File: src/rtl/alu_pkg.sv
// alu_pkg: shared types for the sequential ALU.
// Holds the opcode and FSM state enums, the result struct and the
// combinational evaluator used for single-cycle operations.
// Optional feature macro: ALU_SEQ_FAST_SHIFT_EN (barrel shifter for shifts).
package alu_pkg;

   localparam int XLEN = 32;
   localparam int SHW  = 5;

   typedef enum logic [3:0] {
      OP_AND = 4'b0000,
      OP_OR  = 4'b0001,
      OP_ADD = 4'b0010,
      OP_XOR = 4'b0011,
      OP_SLL = 4'b0100,
      OP_SRL = 4'b0101,
      OP_SUB = 4'b0110,
      OP_SRA = 4'b0111,
      OP_BEQ = 4'b1000,
      OP_BNE = 4'b1001,
      OP_BLT = 4'b1010,
      OP_BGE = 4'b1011,
      OP_SLT = 4'b1100
   } alu_op_e;

   typedef enum logic [1:0] {
      ST_IDLE  = 2'd0,
      ST_SHIFT = 2'd1,
      ST_DONE  = 2'd2
   } alu_state_e;

   typedef struct packed {
      logic [XLEN-1:0] result;
      logic            br_taken;
   } alu_rsp_t;

   // True for the three shift opcodes.
   function automatic logic is_shift(input logic [3:0] op);
      return (op == OP_SLL) || (op == OP_SRL) || (op == OP_SRA);
   endfunction

   // Single-cycle evaluation. In the iterative build a shift only reaches
   // this path with a zero shift amount, so it simply passes operand A and
   // no barrel shifter is built.
   function automatic alu_rsp_t alu_eval(input logic [3:0]      op,
                                         input logic [XLEN-1:0] a,
                                         input logic [XLEN-1:0] b);
      alu_rsp_t r;
`ifdef ALU_SEQ_FAST_SHIFT_EN
      logic [SHW-1:0] sh;
      sh = b[SHW-1:0];
`endif
      r = '0;
      case (op)
         OP_AND: r.result = a & b;
         OP_OR:  r.result = a | b;
         OP_ADD: r.result = a + b;
         OP_XOR: r.result = a ^ b;
         OP_SUB: r.result = a - b;
`ifdef ALU_SEQ_FAST_SHIFT_EN
         OP_SLL: r.result = a << sh;
         OP_SRL: r.result = a >> sh;
         OP_SRA: r.result = $unsigned($signed(a) >>> sh);
`else
         OP_SLL: r.result = a;
         OP_SRL: r.result = a;
         OP_SRA: r.result = a;
`endif
         OP_SLT: r.result = {{(XLEN-1){1'b0}}, ($signed(a) < $signed(b))};
         OP_BEQ: r.br_taken = (a == b);
         OP_BNE: r.br_taken = (a != b);
         OP_BLT: r.br_taken = ($signed(a) < $signed(b));
         OP_BGE: r.br_taken = ($signed(a) >= $signed(b));
         default: r = '0;
      endcase
      return r;
   endfunction

endpackage

File: src/rtl/alu_shift_unit.sv
// alu_shift_unit: one-bit-per-cycle shifter.
// load captures the operand and direction; each step moves one position.
module alu_shift_unit
   import alu_pkg::*;
(
   input  logic            clk,
   input  logic            rst_n,
   input  logic            load,
   input  logic            step,
   input  logic            left,
   input  logic            arith,
   input  logic [XLEN-1:0] load_val,
   output logic [XLEN-1:0] value
);

   logic left_q;
   logic arith_q;

   // Capture operand on load, then shift one position per step.
   always_ff @(posedge clk) begin
      if (!rst_n) begin
         value   <= '0;
         left_q  <= 1'b0;
         arith_q <= 1'b0;
      end else if (load) begin
         value   <= load_val;
         left_q  <= left;
         arith_q <= arith;
      end else if (step) begin
         if (left_q)
            value <= {value[XLEN-2:0], 1'b0};
         else
            value <= {arith_q & value[XLEN-1], value[XLEN-1:1]};
      end
   end

endmodule

File: src/rtl/alu_seq_unit.sv
// alu_seq_unit: valid/ready ALU with iterative shifts.
// Non-shift ops (and zero-amount shifts) complete in one cycle; shifts by
// n>0 walk through the SHIFT state, one bit per cycle.
// Optional feature macro: ALU_SEQ_FAST_SHIFT_EN -- all shifts single-cycle.
module alu_seq_unit
   import alu_pkg::*;
(
   input  logic            clk,
   input  logic            rst_n,
   input  logic            in_valid,
   output logic            in_ready,
   input  logic [3:0]      Operation,
   input  logic [XLEN-1:0] SrcA,
   input  logic [XLEN-1:0] SrcB,
   output logic            out_valid,
   input  logic            out_ready,
   output logic [XLEN-1:0] ALUResult,
   output logic            BrTaken
);

   alu_state_e      state;
   logic [SHW-1:0]  count;
   logic [XLEN-1:0] res_q;
   logic            sel_shift;
   logic            accept;
   logic            iter_start;
   logic [XLEN-1:0] sh_value;
   alu_rsp_t        rsp;

   assign accept = (state == ST_IDLE) && in_valid;
   assign rsp    = alu_eval(Operation, SrcA, SrcB);

`ifdef ALU_SEQ_FAST_SHIFT_EN
   assign iter_start = 1'b0;
   assign sh_value   = '0;
`else
   assign iter_start = is_shift(Operation) && (SrcB[SHW-1:0] != '0);

   alu_shift_unit u_shift (
      .clk      (clk),
      .rst_n    (rst_n),
      .load     (accept && iter_start),
      .step     (state == ST_SHIFT),
      .left     (Operation == OP_SLL),
      .arith    (Operation == OP_SRA),
      .load_val (SrcA),
      .value    (sh_value)
   );
`endif

   // Result comes from the shifter after an iterative shift; both mux inputs
   // and the select are registers, so the output is stable in DONE.
   assign ALUResult = sel_shift ? sh_value : res_q;

   // Control FSM: accept in IDLE, iterate in SHIFT, hold the result in DONE.
   always_ff @(posedge clk) begin
      if (!rst_n) begin
         state     <= ST_IDLE;
         count     <= '0;
         out_valid <= 1'b0;
         in_ready  <= 1'b1;
         res_q     <= '0;
         BrTaken   <= 1'b0;
         sel_shift <= 1'b0;
      end else begin
         case (state)
            ST_IDLE: begin
               if (accept) begin
                  in_ready  <= 1'b0;
                  sel_shift <= iter_start;
                  res_q     <= rsp.result;
                  BrTaken   <= rsp.br_taken;
                  if (iter_start) begin
                     state <= ST_SHIFT;
                     count <= SrcB[SHW-1:0];
                  end else begin
                     state     <= ST_DONE;
                     out_valid <= 1'b1;
                  end
               end
            end
            ST_SHIFT: begin
               count <= count - 1'b1;
               if (count == SHW'(1)) begin
                  state     <= ST_DONE;
                  out_valid <= 1'b1;
               end
            end
            ST_DONE: begin
               if (out_ready) begin
                  state     <= ST_IDLE;
                  out_valid <= 1'b0;
                  in_ready  <= 1'b1;
               end
            end
            default: begin
               state     <= ST_IDLE;
               out_valid <= 1'b0;
               in_ready  <= 1'b1;
            end
         endcase
      end
   end

endmodule

File: config.mk
export PLATFORM = sky130hd
export DESIGN_NAME = alu_seq_unit
export DESIGN_NICKNAME = d
export VERILOG_FILES = /design/src/rtl/alu_pkg.sv /design/src/rtl/alu_shift_unit.sv /design/src/rtl/alu_seq_unit.sv
export SDC_FILE = /design/constraint.sdc
export NUM_CORES = 1
export LEC_CHECK = 0
export ABC_AREA = 1
export CORE_UTILIZATION = 35
export CTS_CLUSTER_SIZE = 25
export DETAILED_ROUTE_END_ITERATION = 10
export PLACE_DENSITY = 0.6
export SYNTH_ARGS = -nofsm -noshare
export SYNTH_HDL_FRONTEND = slang
export SYNTH_SLANG_ARGS = --single-unit
File: constraint.sdc
create_clock -name clk -period 1.9 [get_ports clk]
set_input_delay 0.38 -clock clk [delete_from_list [all_inputs] [get_ports clk]]
set_output_delay 0.38 -clock clk [all_outputs]
set_load 0.05 [all_outputs]
==> impl_metrics.tcl, run 1 <==
# yosys + openroad results
set metrics [dict create \
    status "complete, but fails checks" \
    failed_checks "negative setup slack" \
    hp-class "in -> reg" \
    maxClockFrequency_mhz 518 \
    clk_pin_slew_worst_paths_ns 0.08 \
    drt_wl_total_mm 48.0 \
    mux_share 0.00345 \
    setup_viol 14 \
    ys_top_cells_by_area "nand2_1, dfxtp_1, ha_1" \
    ioPinCount 107 \
    clockBufferDepth 2 \
    power-top-group "combinational cells" \
    crit_path_max_fanout 8 \
    synth-edff-count 0 \
    slowest_delay_ns 0.49 \
    drt_pass1_iterations 5 \
    fp_nets 1870 \
    synthesis.area_um2 9800 \
    grt_first_pass_wirelength_mm 72.0 \
    warnings 98 \
    cts.sinks 77 \
    setup_slack_ns -0.0303 \
    remaining_drc_errors 0 \
    cp_top_family "flip-flops" \
    die_h_um 169 \
    pwr-share-comb 0.589 \
    n_fill_cell 2422 \
    grt_pass1_vias 12937 \
    fp_util 0.361 \
    drt_iter0_markers 1072 \
    gp_congestion 0.979 \
    start_kind "register" \
    ys_types 44 \
    cts_max_level 3 \
    regToRegStartpoint "state[1]$_SDFFE_PN0P_" \
    vias_per_cell 5.29 \
]
run 1: worst paths after layout:
path,end,slack (ns),cells past startpoint
setup / recovery,ALUResult[16],-0.03,5
hold / removal,u_shift.value[3]$_SDFFE_PN0P_,0.30,3
setup reg to reg,u_shift.value[15]$_SDFFE_PN0P_,0.39,8
hold reg to reg,out_valid$_SDFFE_PN0P_,0.45,2
run 1: cells by family after synthesis:
group / after synthesis
flip-flops: 77
AND-OR/OR-AND: 396
multiplexers: 3
adder cells (fa/ha/maj): 104
buffers and inverters: 344
AND/OR/NAND/NOR: 770
run 1: tightest hold or removal path, cell delays in order:
cell and delay, ns:
buf_6 0.10, nand2_1 0.05, a31oi_1 0.07
run 1: metrics by stage:
stage | total power [W] | util | hold WS (ns) | setup TNS (ns) | area, um2
after floorplan | 0.00373 | - | 0.441 | -2.41 | 9980
after global placement | 0.00564 | 0.519 | 0.436 | -44.16 | 14100
after detailed placement | 0.00565 | 0.519 | 0.440 | -46.53 | 14100
after CTS | 0.00825 | 0.606 | 0.288 | -0.472 | 16500
after global routing | 0.00924 | 0.656 | 0.317 | -1.93 | 17800
final | 0.00884 | 0.656 | 0.298 | -0.248 | 17800
run 1: cells in the final DEF (no fill, tap or decap), types with 9 or more instances in the layout:
| cell type | count |
|---|---|
| buf_4 | 354 |
| nand2_1 | 325 |
| inv_1 | 149 |
| inv_2 | 104 |
| nand3_1 | 87 |
| a21oi_1 | 85 |
| nor2_1 | 80 |
| nand2_2 | 77 |
| dfxtp_1 | 75 |
| a21oi_2 | 67 |
| buf_6 | 56 |
| buf_12 | 54 |
| nor2_4 | 48 |
| ha_4 | 44 |
| o21ai_0 | 39 |
| nand2_4 | 39 |
| nor2_2 | 36 |
| a21oi_4 | 36 |
| ha_1 | 33 |
| nand3_2 | 32 |
| a31oi_1 | 30 |
| o21ai_1 | 27 |
| o22ai_1 | 27 |
| ha_2 | 25 |
| clkbuf_2 | 23 |
| o21ai_2 | 21 |
| buf_2 | 19 |
| inv_4 | 18 |
| a221oi_1 | 18 |
| nand4_1 | 10 |
| o211ai_1 | 10 |
| clkbuf_16 | 10 |
| nand3_4 | 9 |
run 1: flip-flops by register name, indices dropped and copies added, names as in the netlist:
register / flops
in_ready: 1
u_shift.value: 32
BrTaken: 1
res_q: 32
out_valid: 1
state: 2
u_shift.left_q: 1
count: 5
u_shift.arith_q: 1
sel_shift: 1
run 1: layer usage:
metal,wire length [um],up-vias,track usage,share of wire
met1,20600,6389,0.423,0.43
met3,2610,94,0.0250,0.054
met5,0,-,0,0
li1,-,6471,-,-
met4,1610,0,0.123,0.033
met2,23200,473,0.560,0.48
run 1: cell type report:
cell class	count	area, um2	share of cell area
multi-input combinational	1273	9590	0.538
inverter	274	1090	0.0612
timing repair buffer	525	4840	0.272
tap	372	465	0.0261
sequential	77	1550	0.0868
clock inverter	7	62.6	0.00351
clock buffer	9	225	0.0126
run 1: what timing repair did:
action                     CTS  global route
resized                    685           346
buffers inserted            45            38
setup endpoints to repair   84            73
pin swaps                  146           168
gates cloned                 2             1
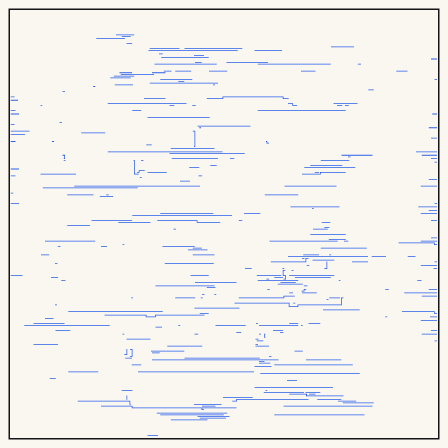
Fig. 1. Signal wires on met3 (run 1).
wire length on this layer = 2610 um
main direction = horizontal
share of all routed wire = 5.4%

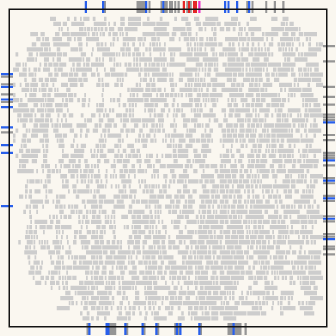
Fig. 2. I/O pins on the die edge (run 1).
Pins as bars across the die edge, other pins in grey.
magenta -> BrTaken  # pins 1, direction output, edge top
blue -> SrcB  # pins 32, direction input, edge 10 bottom, 8 top, 8 left, 6 right
red -> Operation  # pins 4, direction input, edge top
all pins by edge = 34 top, 31 right, 29 bottom, 13 left

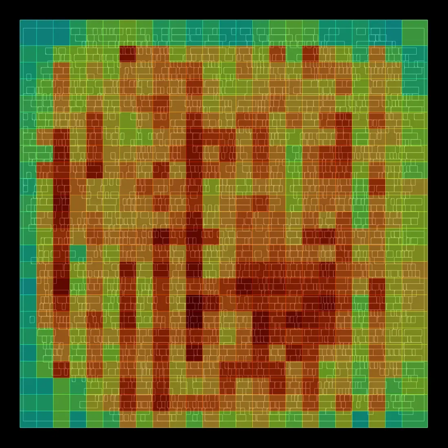
Fig. 3. Routing congestion map (run 1).
GRT met1 Usage: 0.423
GR peak layer: met2
final core area utilization: 0.656
WL/cell: 18.9 um

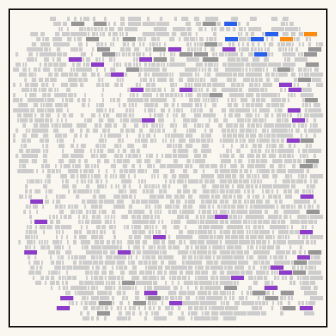
Fig. 4. Sequential cells coloured by netlist name (run 1).
Other sequential cells in the stronger grey, the rest of the logic in the fainter grey.
blue -> count  # sequential cells 5, where top right
purple -> res_q  # sequential cells 32, where spread over the die
orange -> state  # sequential cells 2
Register Area: 1550 um2
fraction of area in registers: 0.0868
Seq. pwr: 0.00180 W

==> run 1 -> run 2 <==
--- a/config.mk
+++ b/config.mk
@@ -6,9 +6,11 @@
 export NUM_CORES = 1
 export LEC_CHECK = 0
 export ABC_AREA = 1
+export CAP_MARGIN = 10
 export CORE_UTILIZATION = 35
 export CTS_CLUSTER_SIZE = 25
 export DETAILED_ROUTE_END_ITERATION = 10
+export GPL_TIMING_DRIVEN = 0
 export PLACE_DENSITY = 0.6
 export SYNTH_ARGS = -nofsm -noshare
 export SYNTH_HDL_FRONTEND = slang
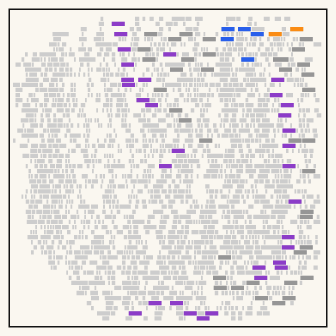
Fig. 5. Sequential cells coloured by netlist name (run 2).
Other sequential cells in the stronger grey, the rest of the logic in the fainter grey.
orange -> state  # sequential cells 2
blue -> count  # sequential cells 5, where top right
purple -> res_q  # sequential cells 32
not coloured = 38

==> run 2 against run 1 <==
  * The run still ends with negative setup slack left
  * Sequential power barely moved
  * Sequential share of layout area up 1.5 points
  * Clock power rose by 9%
  * Global-route usage shrank 0.38 points
  * Utilization shrank 9.6 points
  * Critical path type is now in -> reg
  * Largest cell class unchanged
==> impl_metrics.tcl, run 2 <==
# yosys + openroad results
set metrics [dict create \
    status "complete, but fails checks" \
    failed_checks "negative setup slack" \
    grt_pass1_vias 12116 \
    vias_per_cell 5.58 \
    busiest_layer "met2" \
    grt_use_met1 0.412 \
    lay_top_cells "nand2_1, inv_1, buf_4" \
    finalPower_w 0.00815 \
    drt_wl_total_mm 47.2 \
    synth-edff-count 0 \
    cts.sinks 77 \
    grt_first_pass_wirelength_mm 69.6 \
    ys_types 44 \
    grt.met2_usage 0.546 \
    reg2reg_depth 7 \
    crit_path_max_fanout 8 \
    postCtsHoldBufs 0 \
    rr_endpoint "res_q[18]$_SDFFE_PN0P_" \
    warnings 98 \
    regToRegStartpoint "state[1]$_SDFFE_PN0P_" \
    clockBufferDepth 2 \
    hp-class "in -> reg" \
    grt_remaining_overflow 0 \
    fp_nets 1870 \
    synthesis.area_um2 9800 \
    setup_slack_ns -0.0826 \
    ys_top_cells_by_area "nand2_1, dfxtp_1, ha_1" \
    worstHoldStart "SrcA[10]" \
    wl_per_cell_um 20.7 \
    fin_util 0.560 \
    r2r_slack_ns 0.10 \
    fp_util 0.361 \
    gp_congestion 1.00 \
    grtUsageMet3 0.0322 \
    lay_top_count "nand2_1" \
    setup_viol 9 \
    clk_pin_slew_worst_paths_ns 0.06 \
    ioPinCount 107 \
    top_regs "res_q: 32 flops, u_shift.value: 32 flops, count: 5 flops" \
    remaining_drc_errors 0 \
    cts_max_level 3 \
    holdPathStages 3 \
    drt_iter0_markers 1133 \
]
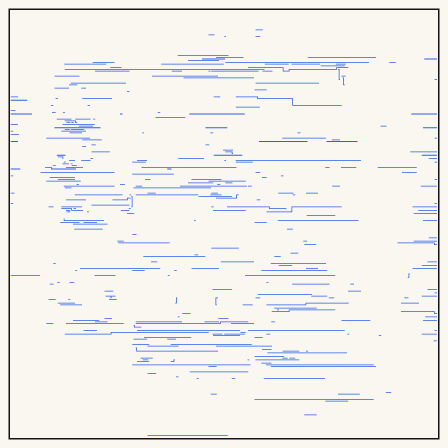
Fig. 6. Signal wires on met3 (run 2).
nets with wire on the layer = 229
longest straight run = 78.7 um

==> run 2: how the worst max path moves through the flow <==
stage / endpoint / cells past startpoint
6_report: res_q[13]$_SDFFE_PN0P_ / 13
5_1_grt: res_q[20]$_SDFFE_PN0P_ / 18
4_1_cts: res_q[26]$_SDFFE_PN0P_ / 18
3_5_place_dp: res_q[26]$_SDFFE_PN0P_ / 17
3_3_place_gp: res_q[26]$_SDFFE_PN0P_ / 17
2_1_floorplan: ALUResult[12] / 4
==> run 2: worst max-delay path: stages <==
cell and delay, ns:
buf_4 0.13, inv_2 0.08, ha_4 0.26, a21oi_4 0.21, o21ai_1 0.16, a21oi_1 0.35
nand2_4 0.14, nand2_2 0.10, o21ai_4 0.07, nand2_1 0.07, nand3_1 0.08, nand2_2 0.10
a21oi_2 0.06
==> run 2: metrics by stage <==
stage                     cell area (um2)  setup TNS [ns]  cells  setup slack [ns]  hold WS [ns]
after floorplan                      9980           -2.41   1694            -0.124         0.441
final                               15200          -0.385   2284           -0.0826         0.311
after CTS                           14100          -0.145   2272           -0.0516         0.308
after global routing                15200           -1.41   2284            -0.128         0.319
after detailed placement            11500          -97.08   2172             -1.44         0.441
after global placement              11500          -97.13   2172             -1.45         0.437
==> run 2: cell type report <==
cell class / instances / area (um2) / area share
inverters: 274 / 1160 / 0.0764
clock inverters: 6 / 96.3 / 0.00633
flip-flops and latches: 77 / 1550 / 0.102
plain buffers: 58 / 458 / 0.0301
repair buffers: 214 / 1810 / 0.119
clock buffers: 10 / 229 / 0.0151
multi-input cells: 1273 / 9440 / 0.621
well taps: 372 / 465 / 0.0306
==> run 2: routing by layer <==
| layer | part of all wire | up-vias |
|---|---|---|
| li1 | - | 5992 |
| met1 | 0.42 | 6104 |
| met2 | 0.47 | 520 |
| met3 | 0.063 | 127 |
| met4 | 0.050 | 0 |
| met5 | 0 | - |
==> run 2: where the power goes <==
| part | switching (W) | internal [W] |
|---|---|---|
| Clock | 0.000826 | 0.00117 |
| Sequential | 0.0000698 | 0.00171 |
| Combinational | 0.00276 | 0.00162 |
==> run 2: timing repair <==
action	4_1_cts	5_1_grt
cloned	3	0
setup endpoints to repair	105	90
pin swaps	160	128
gates resized	982	321
setup buffers	83	22
endpoints found under the hold margin	0	0
==> run 2: cells by family after synthesis <==
kind of cell             share of synthesized area
multiplexers                               0.00345
buffers and inverters                        0.142
AND-OR/OR-AND                                0.233
AND/OR/NAND/NOR                              0.329
adder cells (fa/ha/maj)                      0.134
flip-flops                                   0.157
==> run 2 -> run 3 <==
--- a/config.mk
+++ b/config.mk
@@ -6,7 +6,7 @@
 export NUM_CORES = 1
 export LEC_CHECK = 0
 export ABC_AREA = 1
-export CAP_MARGIN = 10
+export CAP_MARGIN = 40
 export CORE_UTILIZATION = 35
 export CTS_CLUSTER_SIZE = 25
 export DETAILED_ROUTE_END_ITERATION = 10
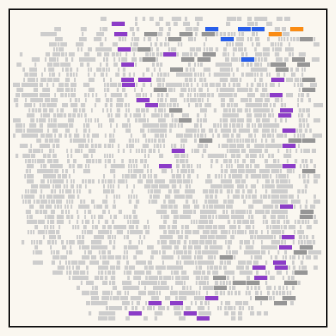
Fig. 7. Sequential cells coloured by netlist name (run 3).
Other sequential cells in the stronger grey, the rest of the logic in the fainter grey.
purple -> res_q  # sequential cells 32
blue -> count  # sequential cells 5, where top right
orange -> state  # sequential cells 2
not coloured = 38

==> run 3 against run 2 <==
  * The run still ends with negative setup slack left
  * Sequential share of layout area rose by 0.14 points
  * Clock power fell by 13%
  * Power fell by 4.1%
  * Final area fell by 1.4%
  * Largest power group unchanged
  * Flip-flop count did not move
  * Register-to-register slack got worse by 0.04 ns
==> impl_metrics.tcl, run 3 <==
# yosys + openroad results
set metrics [dict create \
    cts_max_level 3 \
    synthesis.area_um2 9800 \
    ys_types 44 \
    grt_first_pass_wirelength_mm 69.2 \
    fp_util 0.361 \
    status "complete, but fails checks" \
    top_regs "res_q: 32 flops, u_shift.value: 32 flops, count: 5 flops" \
    crit_path_max_fanout 4 \
    gp_congestion 1.00 \
    lay_top_count "nand2_1" \
    drt_wl_total_mm 46.8 \
    r2r_slack_ns 0.06 \
    slowest_delay_ns 0.34 \
    ioPinCount 107 \
    path_cells "buf_12 -> inv_12 -> ha_4 -> fa_2 -> inv_1 -> nand2_1 -> nand2_2 -> nand2_2 -> nand2_4 -> nand3_4 -> nand2_8 -> nand2_4 -> nand2_2 -> nand2_1 -> nand3_2 -> nand3_4 -> nand2_2 -> a21oi_1" \
    setup_viol 8 \
    setup_slack_ns -0.0310 \
    crit_top_cell "nand2_2" \
    clk_pin_slew_worst_paths_ns 0.07 \
    cp_slowest_cell "fa_2" \
    cp_num_buf_inv 3 \
    holdPathStages 3 \
    rr_endpoint "u_shift.value[21]$_SDFFE_PN0P_" \
    fp_nets 1870 \
    cp_top_family "simple AND/OR/NAND/NOR gates" \
    remaining_drc_errors 0 \
    regToRegStartpoint "state[1]$_SDFFE_PN0P_" \
    warnings 98 \
    clockBufferDepth 2 \
    reg2reg_depth 6 \
    failed_checks "negative setup slack" \
    place_area_um2 11500 \
    postCtsHoldBufs 0 \
    ys_top_cells_by_area "nand2_1, dfxtp_1, ha_1" \
    stdcell_area_um2 15000 \
    hp-class "in -> reg" \
]
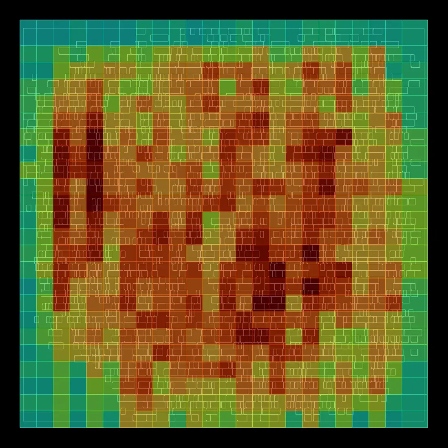
Fig. 8. Routing congestion map (run 3).
gr usage total: 0.320
WL/cell: 20.5 um
final core area utilization: 0.552
GRT met1 Usage: 0.404

==> run 3: cell counts after synthesis <==
No cell type changed its count.
==> run 3: worst max-delay path by stage <==
stage	cells after the start	endpoint	start
final	18	res_q[22]$_SDFFE_PN0P_	SrcA[0]
after CTS	18	res_q[22]$_SDFFE_PN0P_	SrcA[0]
after floorplan	4	ALUResult[12]	sel_shift$_SDFFE_PN0P_
after detailed placement	17	res_q[26]$_SDFFE_PN0P_	SrcA[0]
after global placement	17	res_q[26]$_SDFFE_PN0P_	SrcA[0]
after global routing	16	res_q[24]$_SDFFE_PN0P_	SrcA[0]
==> run 3: timing repair <==
| item | CTS | global route |
|---|---|---|
| setup buffers | 77 | 28 |
| setup endpoints to repair | 106 | 82 |
| resized | 950 | 309 |
| hold endpoints to repair | 0 | 0 |
| cloned | 1 | 0 |
| pin swaps | 162 | 141 |
==> run 3: layout make-up <==
cell class                      count  area, um2
Buffer                             54        407
Sequential cell                    77       1550
Multi-Input combinational cell   1273       9250
Tap cell                          372        465
Clock buffer                        9        225
Clock inverter                      7       57.6
Timing Repair Buffer              215       1890
Fill cell                        2770      12200
Inverter                          274       1160
==> run 3: worst min-delay path, cell delays in order <==
cell and delay (ns):
buf_8 0.11, nand2_1 0.06, a31oi_1 0.07
==> run 3: per-stage QoR <==
stage                     power (W)   util  hold slack (ns)  setup slack, ns  cells
final                       0.00782  0.552            0.312          -0.0310   2281
after global routing        0.00817  0.552            0.323           -0.138   2281
after CTS                   0.00735  0.513            0.310          -0.0640   2267
after detailed placement    0.00482  0.425            0.445            -1.45   2175
after global placement      0.00480  0.423            0.437            -1.45   2172
after floorplan             0.00373      -            0.441           -0.124   1694
==> run 3: cell families after synthesis <==
logic type / share of synthesized area
muxes: 0.00345
and+or+nand+nor: 0.329
adders and majority gates: 0.134
buffers and inverters: 0.142
DFF: 0.157
AOI/OAI and AO/OA: 0.233
==> run 3: routing by layer <==
layer / global-route usage / part of all wire / vias up
met5: 0 / 0 / -
met4: 0.125 / 0.046 / 0
met3: 0.0366 / 0.068 / 111
met2: 0.555 / 0.47 / 497
met1: 0.404 / 0.41 / 5951
li1: - / - / 5977
==> run 3: power breakdown <==
part / internal (W) / switching [W]
registers: 0.00171 / 0.0000708
logic: 0.00159 / 0.00271
clock network: 0.000905 / 0.000835
total: 0.00420 / 0.00362
Power is estimated from default activity; no workload was simulated.
